`src/rtl/mem_arbiter.sv`:
```
// Arbitrates the unified memory port between the multi-cycle core and a debug/loader requester.
// A debug access stalls the core for one DBG cycle, then an ACK cycle returns the port to the core.
module mem_arbiter #(
   parameter int unsigned AW = 32,
   parameter int unsigned DW = 32,
   parameter int unsigned CW = 16
) (
   input  logic          clk,
   input  logic          reset,
   input  logic [AW-1:0] core_adr,
   input  logic [DW-1:0] core_wd,
   input  logic          core_we,
   output logic [DW-1:0] core_rd,
   output logic          core_stall,
   input  logic          dbg_req,
   input  logic          dbg_we,
   input  logic [AW-1:0] dbg_adr,
   input  logic [DW-1:0] dbg_wd,
   output logic          dbg_ack,
   output logic [DW-1:0] dbg_rdata,
   input  logic          dbg_halt,
   output logic          dbg_halted,
   output logic [CW-1:0] stall_cnt,
   output logic [AW-1:0] mem_adr,
   output logic [DW-1:0] mem_wd,
   output logic          mem_we,
   input  logic [DW-1:0] mem_rd
);

   typedef enum logic [1:0] {
      S_CORE = 2'd0,
      S_DBG  = 2'd1,
      S_ACK  = 2'd2
   } state_t;

   state_t state, state_next;

   always_ff @(posedge clk) begin
      if (reset) begin
         state <= S_CORE;
      end else begin
         state <= state_next;
      end
   end

   // ACK always yields one core-owned cycle, so a held request cannot starve the core.
   always_comb begin
      state_next = state;
      case (state)
         S_CORE:  state_next = dbg_req ? S_DBG : S_CORE;
         S_DBG:   state_next = S_ACK;
         S_ACK:   state_next = S_CORE;
         default: state_next = S_CORE;
      endcase
   end

   always_comb begin
      core_stall = (state == S_DBG) | dbg_halted;
      core_rd    = mem_rd;
      mem_adr    = core_adr;
      mem_wd     = core_wd;
      mem_we     = core_we & ~core_stall & ~reset;
      if (state == S_DBG) begin
         mem_adr = dbg_adr;
         mem_wd  = dbg_wd;
         mem_we  = dbg_we & ~reset;
      end
   end

   always_ff @(posedge clk) begin
      if (reset) begin
         dbg_ack    <= 1'b0;
         dbg_rdata  <= '0;
         dbg_halted <= 1'b0;
         stall_cnt  <= '0;
      end else begin
         dbg_ack    <= (state == S_DBG);
         dbg_halted <= dbg_halt;
         if ((state == S_DBG) && !dbg_we) begin
            dbg_rdata <= mem_rd;
         end
         if (core_stall && (stall_cnt != '1)) begin
            stall_cnt <= stall_cnt + 1'b1;
         end
      end
   end

endmodule

```
`config.mk`:
```
export PLATFORM = sky130hd
export DESIGN_NAME = mem_arbiter
export DESIGN_NICKNAME = d
export VERILOG_FILES = /design/src/rtl/mem_arbiter.sv
export SDC_FILE = /design/constraint.sdc
export NUM_CORES = 1
export LEC_CHECK = 0
export CORE_AREA = 2 2 121 123
export CTS_BUF_LIST = sky130_fd_sc_hd__clkbuf_8 sky130_fd_sc_hd__clkbuf_16
export DETAILED_ROUTE_END_ITERATION = 6
export DIE_AREA = 0 0 123 125
export GPL_TIMING_DRIVEN = 0
export HOLD_SLACK_MARGIN = 0.02
export RECOVER_POWER = 50
export SYNTH_ARGS = -nofsm -noshare
export SYNTH_HDL_FRONTEND = slang
export SYNTH_SLANG_ARGS = --single-unit
```
`constraint.sdc`:
```
create_clock -name clk -period 2.24 [get_ports clk]
set_input_delay 0.448 -clock clk [delete_from_list [all_inputs] [get_ports clk]]
set_output_delay 0.448 -clock clk [all_outputs]
set_load 0.1 [all_outputs]
```
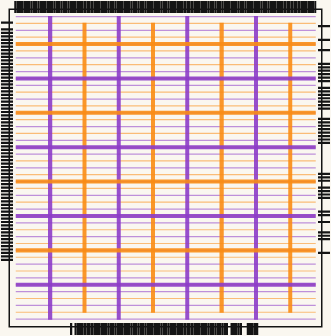
*Floorplan with the power grid, run 1*
Pins as bars on the die edge.
[VDD] orange
[VSS] purple
met4 straps: 8
rows: 44
signal pins: 314
met5 straps: 8

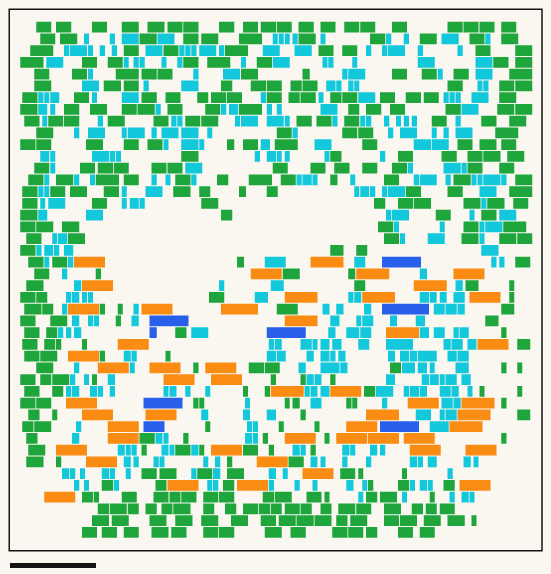
*Cells coloured by class, run 1*
Bar = 20 microns.
[flops] orange | cells: 51 | share of their area: 15%
[other buffers and delay cells] green | cells: 374 | share of their area: 51%
[combinational and other logic] cyan | cells: 378 | share of their area: 31%
[clock drivers and dummy loads] blue | cells: 8 | share of their area: 2.6%
row cnt: 44
total core area: 14200 sq um
final core utilization: 49.2%
fin area: 6990 sq um

==> impl_metrics.csv, run 1 <==
group,metric,value,unit
global_route,grt_pass1_wl,24.0,mm
routing,num_vias,4377,
place,port_buffers,312,
yosys,top_cells_by_count,"nand2_1, dfxtp_1, a21oi_1",
power_and_ir_drop,pg_seq,0.000946,W
yosys,synth_cell_types,36,
timing,finalSetupViolations,0,
global_route,grt_start_max_net_pins,16,
yosys,simple_gate_share,41.3,%
timing,rsz0062_at_grt,"false",
timing,slew_viol_final,0,
finish,final_layout_top_logic_cells,"nand2_1, clkdlybuf4s50_1, nand2_4, clkbuf_1",
clock_tree,cts_made_buffers,5,
floorplan,fp_util,21.6,%
routing,routed_wl,16.0,mm
clock_tree,ctsLongestPathBuffers,2,
yosys,top_area_share,33.2,%
critical_path,endpoint,"dbg_rdata[29]",
power_and_ir_drop,swShare,47.2,%
critical_path,path_delay_family,"buffers and inverters",
timing,final_hold_viol_count,0,
yosys,synth_nets,657,
timing,max_freq,451,MHz
place,pre_cts_slack,-1.14,ns
hold_path,min_to,"state[0]",
critical_path,reg2reg_depth,7,
yosys,yosysMostFrequentCell,"nand2_1",
critical_path,crit_buf_inv,1,
yosys,ys_warn_count,0,
routing,ant_nets,0,
critical_path,critPathRequiredTime,1.79,ns
yosys,ys.flops,51,
timing,fin_tns_setup,0,ns
floorplan,fp.dieH,125,microns
finish,nets,977,
finish,regArea,1040,sq um
yosys,xor_area_share,0,%
place,placedCellCount,986,
clock_tree,cts.sinks,51,
finish,synthToLayoutAreaGrowth,127,%
routing,wl_per_cell,16.1,microns
yosys,logic_family,"simple AND/OR/NAND/NOR gates",
critical_path,endpoint_kind,"primary output",
critical_path,cp_max_fo,2,
floorplan,die_x,123,microns
critical_path,cpMaxStageDelayCell,"clkdlybuf4s50_1",
routing,drc_errors,0,
yosys,syn_area_per_cell,6.27,sq um
timing,min_period,2.22,ns
finish,antenna_cells,0,
global_route,antenna_found_initial,0,
power_and_ir_drop,p_leak,2.89,nW
critical_path,slowest_delay,1.15,ns
status,status,"complete, no violations",
finish,final_common_cell,"nand2_1",
yosys,adder_share,0.407,%
power_and_ir_drop,ir_drop,0.279,mV
routing,routed_via_density,4.40,
yosys,synth_area_leader_cell,"dfxtp_1",
global_route,grtUsageTotal,20.3,%
hold_path,worstHoldStart,"state[1]",
timing,fin_ws,0.0232,ns
yosys,ys_seq_share,33.2,%
clock_tree,clk_pin_slew_worst_paths,0.07,ns
floorplan,ios,314,
routing,drt_iter0_markers,185,
yosys,edf_count,0,
critical_path,critPathArrivalTime,1.77,ns
critical_path,critPathKind,"register to primary output",
yosys,compound_area_share,12.4,%
job,tool_warnings,26,
finish,fill_cells,1453,
clock_tree,hold_buffers,0,
critical_path,rrSetupSlack,0.23,ns
finish,stdcell_count,995,
place,placedInstanceArea,6870,sq um
power_and_ir_drop,intPower,0.00217,W
critical_path,regToRegStartpoint,"stall_cnt[0]",
finish,comb_area,2100,sq um
hold_path,hold_depth,1,
power_and_ir_drop,maxPowerGroup,"combinational cells",
clock_tree,clock-root-buffer,"clkbuf_16",
timing,slew_headroom,18.8,%
job,drv_cap,0,
critical_path,startpoint,"dbg_rdata[29]",
yosys,ys_async_sr_fraction,0,%
yosys,ys_area,3070,sq um
yosys,area_leaders,"dfxtp_1, nand2_1, buf_4",
global_route,grt_pass1_vias,4419,
power_and_ir_drop,pg_comb,0.00227,W
timing,fin_crit_sh,99.0,%
timing,worst_hold_slack,0.443,ns
power_and_ir_drop,pwr-share-seq,23.0,%
hold_path,hp-class,"register to register",
timing,worst_pin_slew,1.22,ns
power_and_ir_drop,p_comb_share,55.2,%
critical_path,startpoint_type,"register",
routing,drt_pre_antenna_iters,4,
place,dp_hpwl,13.4,mm
critical_path,path_depth,1,
floorplan,dieArea,15400,sq um
power_and_ir_drop,switchingPower,0.00194,W
yosys,muxShareOfSynthArea,0.366,%
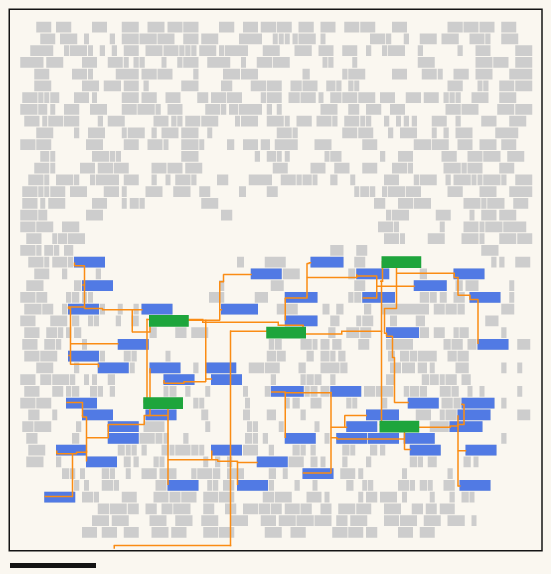
*Clock network drawn from the DEF, run 1*
Bar = 20 microns.
[clock wires] orange | length: 719 microns
[flip-flops] blue | count: 51
[clock drivers] green | count: 5
routed clock nets: 6
P_clk: 0.000897 W
latest clock arrival within the worst-skew pair: 0.29 ns
clk_skew: 0.00233 ns

-- run 1: flip-flops by register name (all words and copies together) (netlist names) --
name	count
dbg_rdata	32
stall_cnt	16
state	2
dbg_halted	1
-- run 1: metal layers --
metal,up-vias,track usage [%],wire [microns]
li1,2192,-,-
met1,1996,24.0,6230
met2,168,34.8,8030
met3,21,6.93,1360
met4,0,5.68,379
met5,-,0,0
-- run 1: final cells by class --
type                    instances  area share, %
plain buffers                  61           5.98
clock buffers                   6           1.99
clock inverters                 2          0.501
inverters                       4          0.215
multi-input cells             374           30.0
flip-flops and latches         51           14.9
well taps                     184           3.29
repair buffers                313           43.2
-- run 1: repair_timing --
action                                  4_1_cts  5_1_grt
gates resized                               590       45
endpoints found under the setup margin      127       78
buffers inserted                              0        1
pin swaps                                     0        0
==> inputs of run 2 (changes only) <==
--- a/config.mk
+++ b/config.mk
@@ -11,6 +11,7 @@
 export DIE_AREA = 0 0 123 125
 export GPL_TIMING_DRIVEN = 0
 export HOLD_SLACK_MARGIN = 0.02
+export PLACE_DENSITY = 0.75
 export RECOVER_POWER = 50
 export SYNTH_ARGS = -nofsm -noshare
 export SYNTH_HDL_FRONTEND = slang
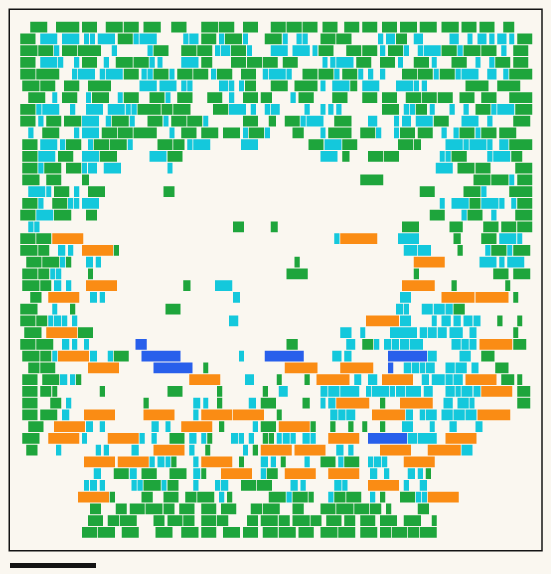
*Cells coloured by class, run 2*
Bar = 20 microns.
sequential cell area share: 14.9%
fin area: 6980 sq um
final core utilization: 49.1%

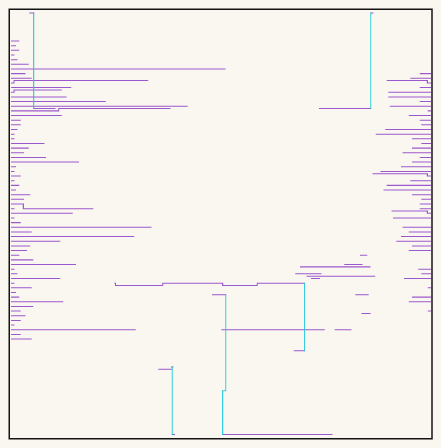
*Metal layers overlaid, run 2*
Two of the layers only.
[metal 3] purple | wire length: 1200 microns
[metal 4] cyan | wire length: 137 microns
Post-Route WL: 14.5 mm
Vias: 4297
Total Routing Usage GR: 17.9%

==> run 2 against run 1 <==
- sequential share of layout area about the same
- flip-flop count unchanged
- combinational power about the same
- global-route usage decreased by 2.5 points
- clock-buffer cell count decreased by 1
- largest power group unchanged
- critical path type unchanged
- cell count increased by 0.20%
- power decreased by 4.1%
- first-iteration DRC count increased by 16%
- synthesized cell count unchanged
- via count decreased by 1.8%
- worst hold slack got worse by 0.0018 ns
==> impl_metrics.csv, run 2 <==
group,metric,value,unit
status,status,"complete, no violations",
global_route,grt_start_max_net_pins,16,
power_and_ir_drop,swShare,48.7,%
routing,maxUsedRoutingLayer,"met4",
job,drv_cap,0,
finish,antenna_cells,0,
clock_tree,cts-resized-gates,586,
finish,largest_class,"buffers",
yosys,syn_area_per_cell,6.27,sq um
routing,routed_via_density,4.31,
place,placedInstanceArea,6870,sq um
critical_path,cp_cell_sequence,"clkdlybuf4s50_1",
power_and_ir_drop,pwr-share-seq,24.0,%
timing,final_hold_viol_count,0,
critical_path,path_depth,1,
clock_tree,cts_made_buffers,5,
routing,drt-met1-wl,6.09,mm
critical_path,regToRegStartpoint,"stall_cnt[0]",
finish,final_layout_top_logic_cells,"nand2_1, clkdlybuf4s50_1, nand2_4",
hold_path,worstHoldStart,"state[1]",
hold_path,hold_depth,1,
timing,max_freq,452,MHz
clock_tree,clk_latency,0.29,ns
floorplan,core_region_area,14200,sq um
power_and_ir_drop,pg_comb,0.00226,W
yosys,synth_nets,657,
floorplan,rows,44,
place,pre_cts_slack,-1.30,ns
clock_tree,post-cts-setup-buffers,2,
yosys,edf_count,0,
critical_path,endpoint,"dbg_rdata[14]",
timing,fin_skew,0.00831,ns
finish,num-nonclk-buffers,377,
power_and_ir_drop,p_clk,0.000733,W
power_and_ir_drop,powerDensity,565,nW/um^2
finish,flops,51,
routing,ant_nets,0,
global_route,grt_pass1_wl,21.6,mm
power_and_ir_drop,pg_seq,0.000945,W
power_and_ir_drop,intPower,0.00202,W
timing,slew_headroom,19.4,%
global_route,use_met1,22.4,%
floorplan,fp.dieH,125,microns
finish,regMostFlops,"dbg_rdata",
clock_tree,cts.sinks,51,
critical_path,cp_max_fo,2,
global_route,gr-usage-met2,30.8,%
power_and_ir_drop,ir_drop,0.484,mV
yosys,ys.flops,51,
critical_path,path_delay_family,"buffers and inverters",
routing,drt_pre_antenna_iters,4,
finish,sh_comb_area,29.9,%
yosys,ys_area,3070,sq um
critical_path,endpoint_kind,"primary output",
finish,fill_cells,1397,
yosys,area_leaders,"dfxtp_1, nand2_1, buf_4",
timing,fin_crit_sh,98.7,%
finish,comb_area,2090,sq um
finish,nets,980,
finish,synthToLayoutAreaGrowth,127,%
yosys,top_cells_by_count,"nand2_1, dfxtp_1, a21oi_1",
clock_tree,hold_buffers,0,
yosys,yosysMostFrequentCell,"nand2_1",
routing,wl_met3,1.20,mm
global_route,grt_pass1_vias,4097,
global_route,grt_use_met3,5.47,%
routing,drc_errors,0,
place,dp_hpwl,11.9,mm
yosys,ys_async_sr_fraction,0,%
power_and_ir_drop,p_leak,2.89,nW
job,tool_warnings,26,
finish,nonClkBufAreaFrac,49.7,%
critical_path,reg2reg_depth,7,
timing,slew_viol_final,0,
hold_path,min_to,"state[0]",
yosys,ys_warn_count,0,
yosys,ys_seq_share,33.2,%
clock_tree,clk_pin_slew_worst_paths,0.07,ns
critical_path,critPathKind,"register to primary output",
timing,worst_pin_slew,1.21,ns
critical_path,critPathArrivalTime,1.76,ns
power_and_ir_drop,maxPowerGroup,"combinational cells",
finish,nNonClkInverters,4,
power_and_ir_drop,switchingPower,0.00192,W
critical_path,critPathRequiredTime,1.79,ns
timing,rsz0062_at_grt,"false",
finish,top_regs,"dbg_rdata (32), stall_cnt (16), state (2)",
critical_path,cpMaxStageDelayCell,"clkdlybuf4s50_1",
finish,n_clock_buffer,5,
clock_tree,ctsLongestPathBuffers,2,
finish,logic_gates,374,
floorplan,dieArea,15400,sq um
clock_tree,clock-root-buffer,"clkbuf_16",
critical_path,startpoint_type,"register",
timing,fin_ws,0.0286,ns
floorplan,die_x,123,microns
critical_path,startpoint,"dbg_rdata[14]",
routing,wl_per_cell,14.5,microns
power_and_ir_drop,p_comb_share,57.4,%
finish,clk_share,1.95,%
yosys,synth_area_leader_cell,"dfxtp_1",
critical_path,rrSetupSlack,0.17,ns
timing,min_period,2.21,ns
finish,regArea,1040,sq um
finish,largest_reg_flops,32,
global_route,antenna_found_initial,0,
yosys,top_area_share,33.2,%
routing,wl_met2,7.06,mm
timing,worst_hold_slack,0.441,ns
hold_path,hp-class,"register to register",
timing,finalSetupViolations,0,
place,port_buffers,312,
critical_path,slowest_delay,1.14,ns
==> run 2: cell counts after synthesis <==
Identical to the previous run, type by type.
==> run 2: kinds of logic after synthesis <==
| family | Yosys count | share of synthesized area [%] |
|---|---|---|
| mux | 1 | 0.366 |
| buf+inv | 65 | 12.3 |
| compound gates | 65 | 12.4 |
| flops | 51 | 33.2 |
| fa+ha+maj | 1 | 0.407 |
| simple gates | 307 | 41.3 |
==> run 2: through the flow <==
step / power [W] / utilization (%) / TNS (ns) / instances
CTS: 0.00397 / 50.2 / 0 / 995
global route: 0.00408 / 49.1 / 0 / 997
finish: 0.00394 / 49.1 / 0 / 997
floorplan: 0.00252 / - / 0 / 490
global placement: 0.00318 / 48.3 / -85.30 / 986
detailed placement: 0.00319 / 48.3 / -87.17 / 986
Power and IR drop assume default switching activity.
